--- src/rtl/seq_det_pkg.sv ---
// seq_det_pkg -- shared constants for the parameterised sequence detector.
//
// Holds the default parameter values used by param_seq_detector and
// seq_det_hist, and the helper that sizes the pattern-length / fill-count
// fields (LW = $clog2(MAX_LEN) + 1, wide enough to hold MAX_LEN itself).
package seq_det_pkg;

  localparam int         SEQ_DEF_MAX_LEN = 8;
  localparam int         SEQ_DEF_LEN     = 4;
  localparam logic [7:0] SEQ_DEF_PATTERN = 8'b0000_1000;
  localparam int         SEQ_DEF_CNT_W   = 8;

  function automatic int seq_det_lw(input int max_len);
    return $clog2(max_len) + 1;
  endfunction

endpackage

--- src/rtl/seq_det_hist.sv ---
// seq_det_hist -- serial history shift register with saturating fill count.
//
// Ports:
//   clk, rst       clock, asynchronous active-high reset
//   clear_i        clear history and fill (wins over shift)
//   shift_i        shift x_i into bit 0 and bump fill
//   x_i            serial data bit
//   fill_clr_i     on a shift cycle, drop fill to 0 instead of incrementing
//   hist_nxt_o     history as it would be after shifting x_i in
//   fill_nxt_o     fill as it would be after a saturating increment
//
// The *_nxt_o outputs are combinational look-ahead values so the compare in
// the top module can judge the bit being sampled this cycle. They never
// depend on fill_clr_i, so using the compare result to drive fill_clr_i
// forms no combinational loop.
module seq_det_hist
  import seq_det_pkg::*;
#(
  parameter  int MAX_LEN = SEQ_DEF_MAX_LEN,
  localparam int LW      = seq_det_lw(MAX_LEN)
) (
  input  logic               clk,
  input  logic               rst,
  input  logic               clear_i,
  input  logic               shift_i,
  input  logic               x_i,
  input  logic               fill_clr_i,
  output logic [MAX_LEN-1:0] hist_nxt_o,
  output logic [LW-1:0]      fill_nxt_o
);

  logic [MAX_LEN-1:0] hist_q, hist_d, hist_sh;
  logic [LW-1:0]      fill_q, fill_d, fill_inc;

  assign hist_sh  = {hist_q[MAX_LEN-2:0], x_i};
  assign fill_inc = (fill_q == LW'(MAX_LEN)) ? fill_q : fill_q + LW'(1);

  assign hist_nxt_o = hist_sh;
  assign fill_nxt_o = fill_inc;

  always_comb begin
    hist_d = hist_q;
    fill_d = fill_q;
    if (clear_i) begin
      hist_d = '0;
      fill_d = '0;
    end else if (shift_i) begin
      hist_d = hist_sh;
      fill_d = fill_clr_i ? '0 : fill_inc;
    end
  end

  always_ff @(posedge clk or posedge rst) begin
    if (rst) begin
      hist_q <= '0;
      fill_q <= '0;
    end else begin
      hist_q <= hist_d;
      fill_q <= fill_d;
    end
  end

endmodule

--- src/rtl/param_seq_detector.sv ---
// param_seq_detector -- run-time configurable serial pattern detector.
//
// Ports:
//   clk, rst       clock, asynchronous active-high reset
//   x, x_valid     serial bit stream; x is taken only on cycles with
//                  x_valid=1 (no back-pressure: the detector always accepts)
//   cfg_load       load cfg_pattern/cfg_len/cfg_overlap; wins over x_valid
//   cfg_pattern    pattern, bit 0 = most recent bit
//   cfg_len        pattern length (1..MAX_LEN valid)
//   cfg_overlap    1 = overlapping detection, 0 = restart after a match
//   y              registered one-cycle match pulse
//   cfg_err        active configuration has an illegal length
//   match_cnt      saturating match count since load/reset
//
// Build option: define SEQDET_MATCH_CNT_EN to build the match counter;
// otherwise match_cnt is tied to 0 and no counter flops exist.
module param_seq_detector
  import seq_det_pkg::*;
#(
  parameter  int               MAX_LEN     = SEQ_DEF_MAX_LEN,
  parameter  int               DEF_LEN     = SEQ_DEF_LEN,
  parameter  logic [MAX_LEN-1:0] DEF_PATTERN = MAX_LEN'(SEQ_DEF_PATTERN),
  parameter  int               CNT_W       = SEQ_DEF_CNT_W,
  localparam int               LW          = seq_det_lw(MAX_LEN)
) (
  input  logic               clk,
  input  logic               rst,
  input  logic               x,
  input  logic               x_valid,
  input  logic               cfg_load,
  input  logic [MAX_LEN-1:0] cfg_pattern,
  input  logic [LW-1:0]      cfg_len,
  input  logic               cfg_overlap,
  output logic               y,
  output logic               cfg_err,
  output logic [CNT_W-1:0]   match_cnt
);

  logic [MAX_LEN-1:0] pattern_q, pattern_d;
  logic [LW-1:0]      len_q, len_d;
  logic               overlap_q, overlap_d;
  logic               y_q, y_d;
  logic               err_q, err_d;

  logic [MAX_LEN-1:0] hist_nxt;
  logic [LW-1:0]      fill_nxt;
  logic [MAX_LEN-1:0] len_mask;
  logic               shift;
  logic               match;

  // A load discards the bit offered in the same cycle.
  assign shift = x_valid & ~cfg_load;

  seq_det_hist #(
    .MAX_LEN(MAX_LEN)
  ) u_hist (
    .clk        (clk),
    .rst        (rst),
    .clear_i    (cfg_load),
    .shift_i    (shift),
    .x_i        (x),
    .fill_clr_i (match & ~overlap_q),
    .hist_nxt_o (hist_nxt),
    .fill_nxt_o (fill_nxt)
  );

  // Only the low len bits take part in the compare.
  always_comb begin
    len_mask = '0;
    for (int i = 0; i < MAX_LEN; i++) begin
      len_mask[i] = (LW'(i) < len_q);
    end
  end

  assign match = shift & ~err_q & (fill_nxt >= len_q) &
                 (((hist_nxt ^ pattern_q) & len_mask) == '0);

  always_comb begin
    pattern_d = pattern_q;
    len_d     = len_q;
    overlap_d = overlap_q;
    err_d     = err_q;
    y_d       = match;
    if (cfg_load) begin
      pattern_d = cfg_pattern;
      len_d     = cfg_len;
      overlap_d = cfg_overlap;
      err_d     = (cfg_len == '0) || (cfg_len > LW'(MAX_LEN));
      y_d       = 1'b0;
    end
  end

  always_ff @(posedge clk or posedge rst) begin
    if (rst) begin
      pattern_q <= DEF_PATTERN;
      len_q     <= LW'(DEF_LEN);
      overlap_q <= 1'b1;
      err_q     <= 1'b0;
      y_q       <= 1'b0;
    end else begin
      pattern_q <= pattern_d;
      len_q     <= len_d;
      overlap_q <= overlap_d;
      err_q     <= err_d;
      y_q       <= y_d;
    end
  end

  assign y       = y_q;
  assign cfg_err = err_q;

`ifdef SEQDET_MATCH_CNT_EN
  logic [CNT_W-1:0] cnt_q, cnt_d;

  always_comb begin
    cnt_d = cnt_q;
    if (cfg_load) begin
      cnt_d = '0;
    end else if (match && (cnt_q != '1)) begin
      cnt_d = cnt_q + CNT_W'(1);
    end
  end

  always_ff @(posedge clk or posedge rst) begin
    if (rst) begin
      cnt_q <= '0;
    end else begin
      cnt_q <= cnt_d;
    end
  end

  assign match_cnt = cnt_q;
`else
  assign match_cnt = '0;
`endif

endmodule

--- config.mk ---
export PLATFORM = sky130hd
export DESIGN_NAME = param_seq_detector
export DESIGN_NICKNAME = d
export VERILOG_FILES = /design/src/rtl/seq_det_pkg.sv /design/src/rtl/seq_det_hist.sv /design/src/rtl/param_seq_detector.sv
export SDC_FILE = /design/constraint.sdc
export NUM_CORES = 1
export LEC_CHECK = 0
export ABC_AREA = 1
export ABC_CLOCK_PERIOD_IN_PS = 2800
export CAP_MARGIN = 5
export CORE_MARGIN = 2
export CORE_UTILIZATION = 37
export CTS_CLUSTER_DIAMETER = 80
export DETAILED_ROUTE_END_ITERATION = 8
export MAX_ROUTING_LAYER = met4
export PLACE_DENSITY = 0.6
export REMOVE_ABC_BUFFERS = 1
export SLEW_MARGIN = 20
export SYNTH_ARGS = -nofsm -noshare
export SYNTH_HDL_FRONTEND = slang
export SYNTH_SLANG_ARGS = --single-unit
--- constraint.sdc ---
create_clock -name clk -period 2.8 [get_ports clk]
set_clock_uncertainty 0.2 [all_clocks]
set_input_delay 0.28 -clock clk [delete_from_list [all_inputs] [get_ports clk]]
set_output_delay 0.28 -clock clk [all_outputs]
set_load 0.005 [all_outputs]
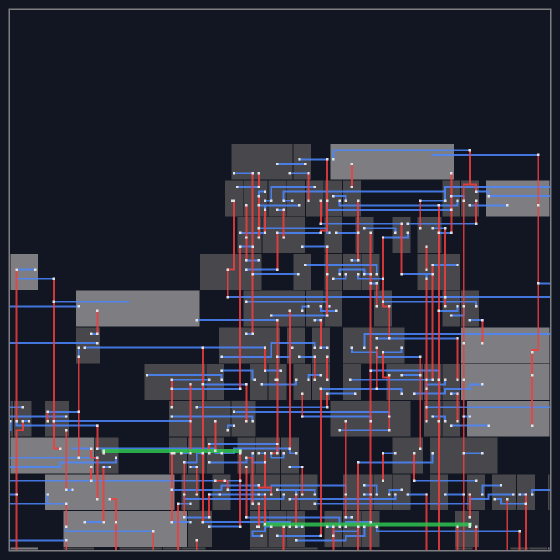
Figure 1: run 1, layout detail.
Window x 14 to 54, y 27 to 67 um. Cells in gray, sequential cells in the stronger gray; small squares are vias.
legend:
  metal 2:
    color: red
  metal 1:
    color: blue
  metal 3:
    color: green
cells with their middle in the window: 89
sequential cells in the window: 9
most frequent: nand2_1 (33), inv_1 (13), dfrtp_1 (8)
netlist names of flops here include: `u_hist.fill_q` (4), `len_q` (3)

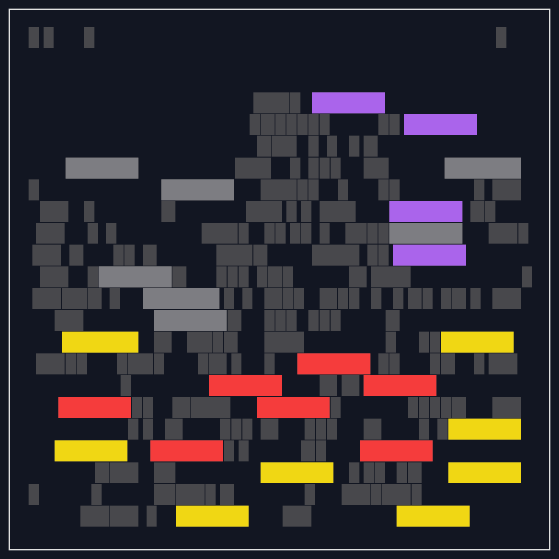
Figure 2: run 1, where the registers sit.
(8 px per um) Other sequential cells in the stronger gray, the rest of the logic in the fainter gray.
legend:
  `pattern_q`:
    color: yellow
    placed_flops: 8
  `u_hist.hist_q`:
    color: red
    placed_flops: 7
  `u_hist.fill_q`:
    color: purple
    placed_flops: 4
not colored: 7

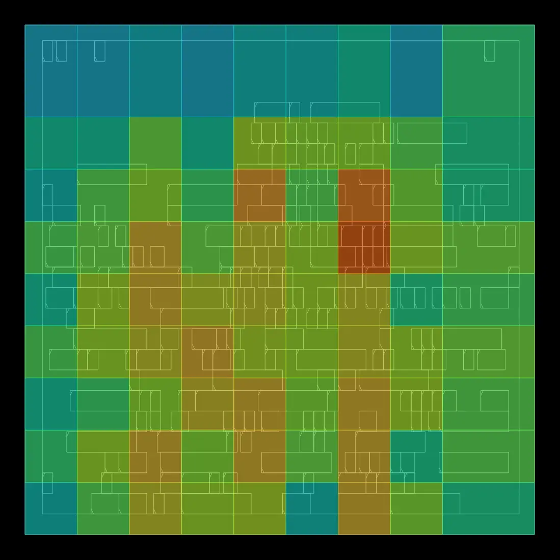
Figure 3: run 1, routing congestion.
Routed wire per std cell: 10.3 um
GR Util met1: 0.186
gr usage total: 0.138
busiest grt layer: met2
M2 GR Usage: 0.209

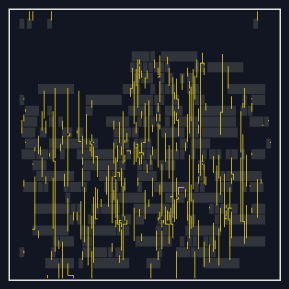
Figure 4: run 1, the metal 2 layer.
(4 px per um) Cells faint in the background.
nets with wire on the layer: 164
wire length on this layer: 1180 um
longest straight run: 35.0 um
main direction: vertical
share of all routed wire: 43%

==> run summary, run 1 <==
run metrics: status complete, no violations, ANT cells 0, Synth Area in Compound Gates 0.0876, post-synth top area share 0.388, TritonCTS clock tree built, detailed placement HPWL ~2100 um, first drt pass iteration count 4, # DRC 0, core region area around 3900 um^2, WL final 2740 um, share of layout cells above drive strength 1 0.0744, Post-CTS Hold Fix Bufs 0, commonest cells in the synthesized netlist nand2_1, inv_1, dfrtp_1, max-slew violation count 0, vias in the first global route around 1000, Post-Layout Cell Count between 200 and 300, top-count cell post-synth nand2_1, Final ANT Viol Nets 0, die height 67.4 um, WP data arrival between 2000 and 2500 ps, reg2reg start u_hist.fill_q[0], CTS root buf clkbuf_8, RSZ-0062 raised after global routing no, Net count, final between 200 and 250, slowest stage cell, crit path dfrtp_1, synthesis warning total 0, Commonest Layout Cell nand2_1, CP max FO 5, Synth Area in XOR/XNOR 0.0236, Tool Warnings 26, top cell family by delay on the critical path simple AND/OR/NAND/NOR gates, Longest Clk Path Bufs 2, Post-Synthesis Cells between 150 and 200, setup violators final 0, I/O pin total 28, Die X approximately 67 um, vias per cell approximately 4.3, total placed cells including tap cells roughly 260, Synth Seq Share 0.441, register-to-register setup slack 590 ps, crit path launch u_hist.fill_q[0], leakage between 0.8 and 0.9 nW, total gr overflow 0, R2R Path End u_hist.fill_q[1], clk ins delay skew pair roughly 270 ps, H-tree levels 1, fin util 0.441, Initial Util 0.377, maxcap violations 0, Resized Gates After CTS 0, Synth mux share 0, YS chip area between 1000 and 1500 um^2, Post-synth area hogs dfrtp_1, nand2_1, inv_1, Yosys Instances between 150 and 200, via count between 1000 and 1500, Registers, synthesis 26, Fmax ~450 MHz, EDFF count, synth 0, Reg clk slew, reported paths 90 ps, CP most frequent cell nand2_1, gpl congestion between 0.8 and 0.9, Worst Hold Class primary input to asynchronous set/reset pin, reg2reg path depth 15, worst setup path end u_hist.fill_q[1], Commonest flop dfrtp_1, power per cell area about 450 nW/um^2, Final period util 0.788, Setup CP Type register to register, initial antenna violation count 0, Yosys top cell by area dfrtp_1, Startpoint Class register, VDD IR-drop max between 200 and 250 uV, simple share 0.254, most numerous logic cells after layout nand2_1, inv_1, dfrtp_1, Clock Sinks 26, Levels on crit path 15, crit end category register, CP bufs+invs 2, Row Count 23, final hold violations 0, crit-path max cell delay 440 ps, Area Overhead vs Synth 17.2%, global-route wire length before repair 4630 um, min cycle time layout roughly 2200 ps, Adders+Majority by Area 0.0505, Distinct cells, synth 24, Die Area ~4500 um^2, Post-CTS Setup Inserts 0, IO Port Bufs 19, largest net degree at the start of global routing 27, Top non-seq family simple AND/OR/NAND/NOR gates, initial detailed-routing violation count 72, filler cell count around 410, Post-Syn Area per Cell 7.62 um^2, Num CTS Buffers 3, Async S/R FF share, synth 1.00, Post-Route Setup TNS 0 ps, CP Cell Sequence inv_1, ha_1, nand2_1, nor2_1, xor2_1, ha_1, inv_1, nand2_1, nand2_1, nand2_1, nand2_1, a21oi_4, nand4_2, nand2_1, nand2_1, CP required around 2800 ps, Cell Area, Synth around 1500 um^2
run 1: metal layers:
layer | up-vias | GRT usage | share of wire
met4 | 0 | 0.0383 | 0.0080
li1 | 623 | - | -
met1 | 494 | 0.186 | 0.51
met2 | 27 | 0.209 | 0.43
met3 | 2 | 0.0300 | 0.047
met5 | - | - | 0
run 1: per-stage QoR:
step	total power [mW]	setup WS [ps]	cell area [um^2]	hold slack (ps)
2_1_floorplan	0.515	765	1430	118
3_3_place_gp	0.575	652	1700	262
3_5_place_dp	0.577	600	1700	267
4_1_cts	0.798	590	1740	173
5_1_grt	0.835	400	1740	188
6_report	0.783	595	1740	160
run 1: cell type report:
class | instances | area, um^2 | area share
tap | 50 | 62.6 | 0.0359
inverter | 32 | 125 | 0.0719
timing repair buffer | 21 | 205 | 0.118
sequential | 26 | 654 | 0.376
clock buffer | 4 | 45.0 | 0.0259
multi-input combinational | 132 | 648 | 0.372
run 1: registers in the layout, indices dropped and copies added, names as in the netlist:
signal         count
u_hist.fill_q      4
overlap_q          1
u_hist.hist_q      7
len_q              4
cfg_err            1
pattern_q          8
y                  1
run 1: worst reg2reg max path, cell delays in order (launching register included):
cell and delay, ps:
dfrtp_1 440, inv_1 60, ha_1 190, nand2_1 80, nor2_1 50, xor2_1 150
ha_1 290, inv_1 30, nand2_1 40, nand2_1 40, nand2_1 50, nand2_1 80
a21oi_4 140, nand4_2 130, nand2_1 90, nand2_1 40
run 1: power breakdown:
| group | total, mW | internal (mW) | switching, mW |
|---|---|---|---|
| combinational | 0.147 | 0.0650 | 0.0822 |
| clock | 0.215 | 0.102 | 0.113 |
| sequential | 0.421 | 0.401 | 0.0202 |
Figure 5. Logic cells by family (run 1).
(8 px per um)
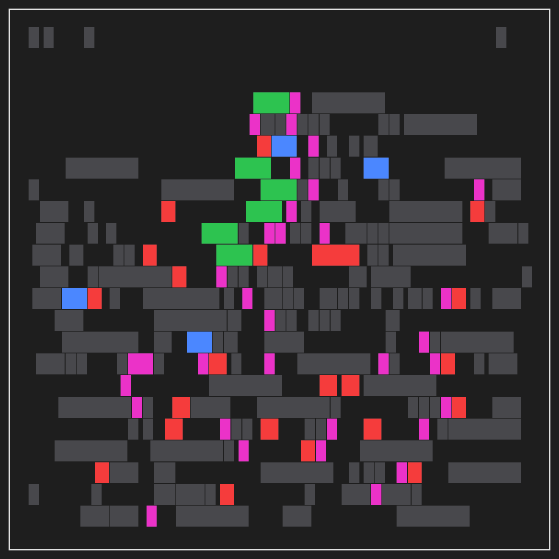

## Run 2: what changed since run 1
- ABC_CLOCK_PERIOD_IN_PS: 2800 -> 2250
- clock period: 2.8 -> 2.25 ns (I/O delays scaled with it)
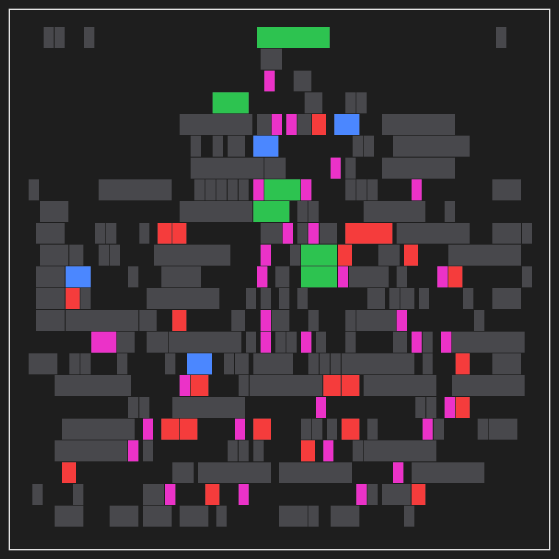
Figure 6: run 2, logic cells by family.
(8 px per um)
legend:
  inverters:
    color: magenta
    cells: 32
    most_used: inv_1
  adder and majority cells:
    color: green
    cells: 6
    most_used: ha_1
  inverting AOI/OAI gates:
    color: red
    cells: 22
    most_used: o21ai_0
  XOR/XNOR gates:
    color: blue
    cells: 4

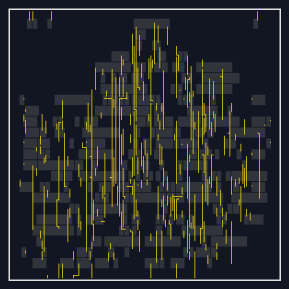
Figure 7: run 2, the metal 2 layer.
(4 px per um) Cells faint in the background.
via count: 1171
WL final: 2740 um
M2 GR Usage: 0.208

==> run 2 against run 1 <==
Compared with the run above:
- first-iteration DRC count down 57%
- non-clock buffer count up 4
- global-route usage down 0.29 points
- largest cell class is now logic gates
- count of clock-buffer cells in the layout unchanged
- hold slack worse by 61 ps
- critical path type unchanged
- critical endpoint is now u_hist.fill_q[3]
- synthesized area unchanged
==> run summary, run 2 <==
run metrics: crit-path max cell delay 430 ps (about the same), H-tree levels 1 (unchanged), CP max FO 4 (-1), top flop regs pattern_q (8), u_hist.hist_q (7), Final period util 0.949 (+0.161), CP required 2220 ps (-550 ps), Post-Syn Area per Cell 7.62 um^2 (unchanged), min cycle time layout 2130 ps (-70.9 ps), CP Cell Sequence buf_4, ha_1, nand3_1, o21ai_0, ha_1, nand2_1, inv_1, nand2_2, a21oi_4, nand4_4, nand2_1, nand2_1, synthesis warning total 0 (unchanged), CP most frequent cell nand2_1, slowest stage cell, crit path dfrtp_1, maxcap violations 0 (unchanged), Commonest flop dfrtp_1, Die X 67.4 um (unchanged), Clock Sinks 26 (unchanged), detailed placement HPWL 2100 um (+0.49%), fin util 0.460 (+0.0181), first drt pass iteration count 4 (unchanged), Setup CP Type register to register, top cell family by delay on the critical path adder cells, Post-Layout Cell Count 269 (+1.5%), largest reg by FF count pattern_q, reg2reg path depth 12 (-3), initial detailed-routing violation count 31 (-57%), fin area 1810 um^2 (+4.1%), Row Count 23 (unchanged), Tool Warnings 26 (unchanged), Fmax 469 MHz (+3.3%), Largest register FFs 8 (unchanged), EDFF count, synth 0 (unchanged), YS chip area 1490 um^2 (unchanged), PnR worst setup slack 116 ps (-479 ps), Post-synth area hogs dfrtp_1, nand2_1, inv_1, status complete, no violations, core region area 3940 um^2 (unchanged), Net count, final 244 (+1.7%), post-synth top area share 0.388 (unchanged), Reg clk slew, reported paths 80 ps (about the same), vias in the first global route 1019 (-0.59%), clk ins delay skew pair 270 ps (about the same), I/O pin total 28 (unchanged), gpl congestion 0.852 (+2.6%), total placed cells including tap cells 262 (+0.38%), TritonCTS clock tree built, vias per cell 4.35 (+0.66%), Startpoint Class register, Cell Area, Synth 1490 um^2 (unchanged), Post-Synthesis Cells 195 (unchanged), WHS 99.6 ps (-60.9 ps), VDD IR-drop max 331 uV (+47%), CP bufs+invs 2 (unchanged), Registers, synthesis 26 (unchanged), total gr overflow 0 (unchanged), Longest Clk Path Bufs 2 (unchanged), Num CTS Buffers 3 (unchanged), Design Power 1.02 mW (+30%), Post-Route Setup TNS 0 ps (unchanged), power per cell area 562 nW/um^2 (+25%), IO Port Bufs 19 (unchanged), Die Area 4540 um^2 (unchanged), max-slew violation count 0 (unchanged), Synth Seq Share 0.441 (unchanged), initial antenna violation count 0 (unchanged), Commonest Layout Cell nand2_1, Yosys top cell by area dfrtp_1, Area Overhead vs Synth 22.0%, leakage 0.912 nW (+2.9%), most numerous logic cells after layout nand2_1, inv_1, dfrtp_1, pre-CTS setup slack 57.6 ps (-543 ps), gr usage total 0.135 (-0.00294), Worst Hold Class primary input to asynchronous set/reset pin, Distinct cells, synth 24 (unchanged), WP data arrival 2100 ps (-80 ps), Yosys Instances 195 (unchanged), largest net degree at the start of global routing 27 (unchanged), global-route wire length before repair 4450 um (-3.9%), ANT cells 0 (unchanged), crit end category register, Async S/R FF share, synth 1.00 (unchanged), top-count cell post-synth nand2_1, Levels on crit path 12 (-3), Area after DPL 1700 um^2 (+0.44%), setup violators final 0 (unchanged), final hold violations 0 (unchanged), CTS root buf clkbuf_8, # DRC 0 (unchanged), Routed wire per std cell 10.2 um (-1.7%), Final ANT Viol Nets 0 (unchanged), commonest cells in the synthesized netlist nand2_1, inv_1, dfrtp_1, die height 67.4 um (unchanged), share of layout cells above drive strength 1 0.123 (+0.0489), Initial Util 0.377 (unchanged)
-- run 2: cell counts after synthesis --
No cell type changed its count.
-- run 2: path summary, 6_finish.rpt --
path | slack [ps] | start | to
worst min-delay path | 100 | rst | pattern_q[5]
max in group asynchronous | 1460 | rst | len_q[2]
worst max register to register | 120 | u_hist.fill_q[0] | u_hist.fill_q[3]
min in group clk | 250 | cfg_pattern[3] | pattern_q[3]
worst max-delay path | 120 | u_hist.fill_q[0] | u_hist.fill_q[3]
worst min register to register | 280 | pattern_q[3] | pattern_q[3]
-- run 2: layout make-up --
class                      count  area (um^2)
clock buffer                   4         55.1
fill                         401         2130
inverter                      32          125
multi-input combinational    132          679
sequential                    26          654
tap                           50         62.6
timing repair buffer          25          235
-- run 2: worst min-delay path: cells and delay by family --
kind,cells,cell delay [ps]
buf+inv,3,740
-- run 2: logic make-up after synthesis --
| logic type | count (synthesis) | synth area share |
|---|---|---|
| fa+ha+maj | 6 | 0.0505 |
| xor+xnor | 4 | 0.0236 |
| compound gates | 22 | 0.0876 |
| other cells | 1 | 0.00252 |
| flops | 26 | 0.441 |
| simple gates | 92 | 0.254 |
| buf+inv | 44 | 0.141 |
-- run 2: layer usage --
layer / up-vias / track usage / wire length (um)
li1: 626 / - / -
met1: 515 / 0.178 / 1370
met2: 26 / 0.208 / 1200
met3: 4 / 0.0350 / 131
met4: 0 / 0.0306 / 31
met5: - / - / 0
-- run 2: timing repair --
item / in CTS / in global routing
gates resized: 0 / 8
hold buffers: 0 / 0
endpoints found under the setup margin: 0 / 5
buffers inserted: 0 / 3
-- run 2: power breakdown --
part / switching (mW) / leakage [nW] / internal (mW) / total, mW
logic: 0.111 / 0.553 / 0.0914 / 0.202
registers: 0.0224 / 0.330 / 0.499 / 0.521
clock network: 0.138 / 0.0288 / 0.156 / 0.295
Figure 8. Routing congestion (run 2).
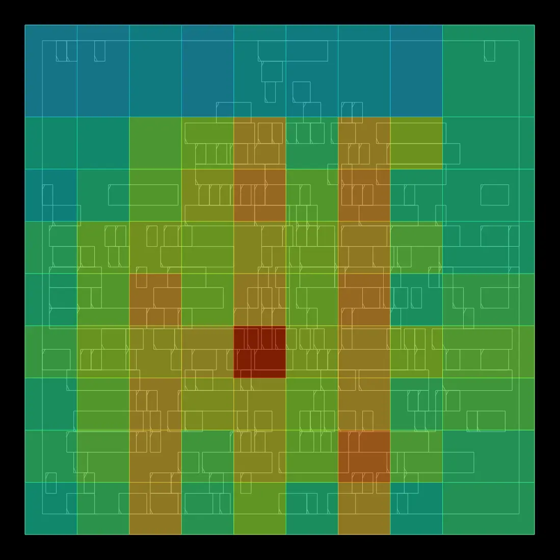

## Run 3: what changed since run 2
- DONT_BUFFER_PORTS: default -> 1
- PLACE_DENSITY: 0.6 -> default
- PLACE_DENSITY_LB_ADDON: default -> 0.08
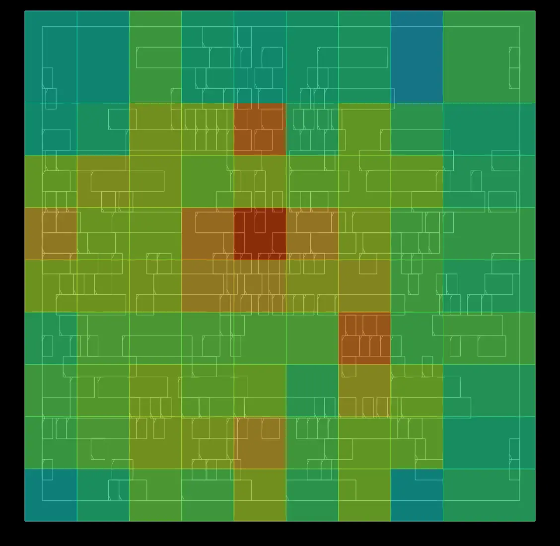
Figure 9: run 3, routing congestion.
M2 GR Usage: 0.249
fin util: 0.457
GR Util met1: 0.202
routing usage on met3: 0.0367

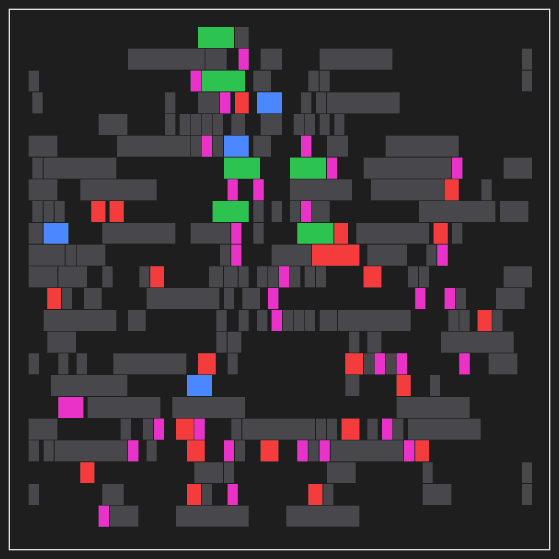
Figure 10: run 3, logic cells by family.
(8 px per um)
legend:
  inverting AOI/OAI gates:
    color: red
    cells: 22
    most_used: o21ai_0
  inverters:
    color: magenta
    cells: 32
    most_used: inv_1
  adder and majority cells:
    color: green
    cells: 6
    most_used: ha_1
  XOR/XNOR gates:
    color: blue
    cells: 4
Post-Layout Cell Count: 267
Commonest Layout Cell: nand2_1
combinational share of cell area: 0.370

==> run 3 against run 2 <==
Compared with the run above:
- total power is 7.7% higher
- sequential power hardly changed
- critical path depth grew 3
- global-route usage increased by 1.9 points
- utilization is 0.25 points lower
- via count grew 0.26%
- register-to-register slack hardly changed
- critical path type unchanged
==> run summary, run 3 <==
run metrics: commonest cells in the synthesized netlist nand2_1, inv_1, dfrtp_1, top flop regs pattern_q (8), u_hist.hist_q (7), Post-Synthesis Cells 195 (unchanged), Startpoint Class register, leakage 0.921 nW (+0.98%), Longest Clk Path Bufs 2 (unchanged), setup violators final 0 (unchanged), gpl congestion 0.780 (-8.5%), pre-CTS setup slack 50.5 ps (-7.15 ps), Registers, synthesis 26 (unchanged), core region area 3940 um^2 (unchanged), global-route wire length before repair 5150 um (+16%), Fmax 467 MHz (-0.38%), Num CTS Buffers 3 (unchanged), post-synth top area share 0.388 (unchanged), Worst Hold Class primary input to register, IO Port Bufs 0 (-19), WP data arrival 2100 ps (about the same), Final ANT Viol Nets 0 (unchanged), vias in the first global route 1184 (+16%), ANT cells 0 (unchanged), Yosys top cell by area dfrtp_1, Synth Seq Share 0.441 (unchanged), CP max FO 4 (unchanged), VDD IR-drop max 404 uV (+22%), Commonest flop dfrtp_1, Clock Sinks 26 (unchanged), crit path launch u_hist.fill_q[1], initial detailed-routing violation count 27 (-13%), register-to-register setup slack 110 ps (about the same), Distinct cells, synth 24 (unchanged), min cycle time layout 2140 ps (+8.12 ps), Reg clk slew, reported paths 90 ps (about the same), Routed wire per std cell 11.2 um (+9.7%), Row Count 23 (unchanged), Slew headroom 0.452, initial antenna violation count 0 (unchanged), R2R Path End u_hist.fill_q[2], CP required 2210 ps (about the same), via count 1174 (+0.26%), largest net degree at the start of global routing 27 (unchanged), die height 67.4 um (unchanged), top-count cell post-synth nand2_1, CTS root buf clkbuf_8, WHS 17.2 ps (-82.4 ps), Worst Hold Depth 3, Die X 67.4 um (unchanged), TritonCTS clock tree built, Die Area 4540 um^2 (unchanged), synthesis warning total 0 (unchanged), Tool Warnings 27 (+3.8%), YS chip area 1490 um^2 (unchanged), worst setup path end u_hist.fill_q[2], largest reg by FF count pattern_q, Initial Util 0.377 (unchanged), Async S/R FF share, synth 1.00 (unchanged), maxcap violations 0 (unchanged), status complete, no violations, reg2reg path depth 15 (+3), final hold violations 0 (unchanged), power per cell area 609 nW/um^2 (+8.3%), Setup CP Type register to register, Design Power 1.10 mW (+7.7%), WL final 2980 um (+8.9%), first drt pass iteration count 4 (unchanged), PnR worst setup slack 108 ps (-8.12 ps), Net count, final 242 (-0.82%), vias per cell 4.40 (+1.0%), Yosys Instances 195 (unchanged), EDFF count, synth 0 (unchanged), most numerous logic cells after layout nand2_1, inv_1, dfrtp_1, Post-Syn Area per Cell 7.62 um^2 (unchanged), Final period util 0.952 (+0.00361), RSZ-0062 raised after global routing yes, # DRC 0 (unchanged), detailed placement HPWL 2120 um (+1.3%), total placed cells including tap cells 241 (-8.0%), max-slew violation count 0 (unchanged), fin area 1800 um^2 (-0.55%), Area after DPL 1500 um^2 (-12%), Cell Area, Synth 1490 um^2 (unchanged), Largest register FFs 8 (unchanged), clk ins delay skew pair 270 ps (about the same), I/O pin total 28 (unchanged), Worst Max-Slew Pin Slew between 800 and 900 ps, reg2reg start u_hist.fill_q[1], crit end category register, Post-synth area hogs dfrtp_1, nand2_1, inv_1, H-tree levels 1 (unchanged), gr usage total 0.154 (+0.0193), total gr overflow 0 (unchanged), share of layout cells above drive strength 1 0.120 (-0.00347), Post-Route Setup TNS 0 ps (unchanged), Area Overhead vs Synth 21.3%
## run 3: cell counts after synthesis
No cell type changed its count.
## run 3: logic make-up after synthesis
group | Yosys count | synth area share
buffers and inverters | 44 | 0.141
AOI/OAI and AO/OA | 22 | 0.0876
xor gates and xnor gates | 4 | 0.0236
DFF | 26 | 0.441
adders and majority gates | 6 | 0.0505
other | 1 | 0.00252
and+or+nand+nor | 92 | 0.254
## run 3: layer usage
metal,global-route usage,vias to the layer above,part of all wire
met1,0.202,512,0.50
met3,0.0367,2,0.054
met5,-,-,0
met4,0.0230,0,0.0047
li1,-,623,-
met2,0.249,37,0.44
## run 3: timing repair
action                     CTS  global route
gates resized                0             8
setup buffers                0             4
hold buffers                18             0
setup endpoints to repair    0            12
hold endpoints to repair    44             0
## run 3: report_power, final
group	internal (mW)	total [mW]	switching, mW
clock	0.238	0.382	0.144
combinational	0.0813	0.192	0.111
sequential	0.499	0.523	0.0231
total	0.819	1.10	0.278
## run 3: critical path: stages, from the launching register on
cell     delay [ps]
dfrtp_1         400
inv_1            60
ha_2            160
nand2_2          80
nor2_2           40
xor2_1          170
ha_1            270
inv_1            40
nand2_1          50
nand2_1          40
nand2_1          60
nand2_2          60
a21oi_4         150
nand4_4         110
nand2_1          90
nand2_1          40
## run 3: worst min path at each step
stage                    start      endpoint  slack (ps)
floorplan                  rst       cfg_err          60
global placement           rst  pattern_q[4]          -3
detailed placement         rst  pattern_q[4]           4
CTS                 cfg_len[0]       cfg_err           2
global route        cfg_len[0]       cfg_err          30
finish              cfg_len[0]       cfg_err          20
## run 3: layout make-up
type	instances	area [um^2]
clock inverter	1	30.0
tap	50	62.6
fill	398	2140
inverter	32	125
sequential	26	656
multi-input combinational	132	667
clock buffer	3	41.3
timing repair buffer	23	220
Power is estimated from default activity; no workload was simulated.
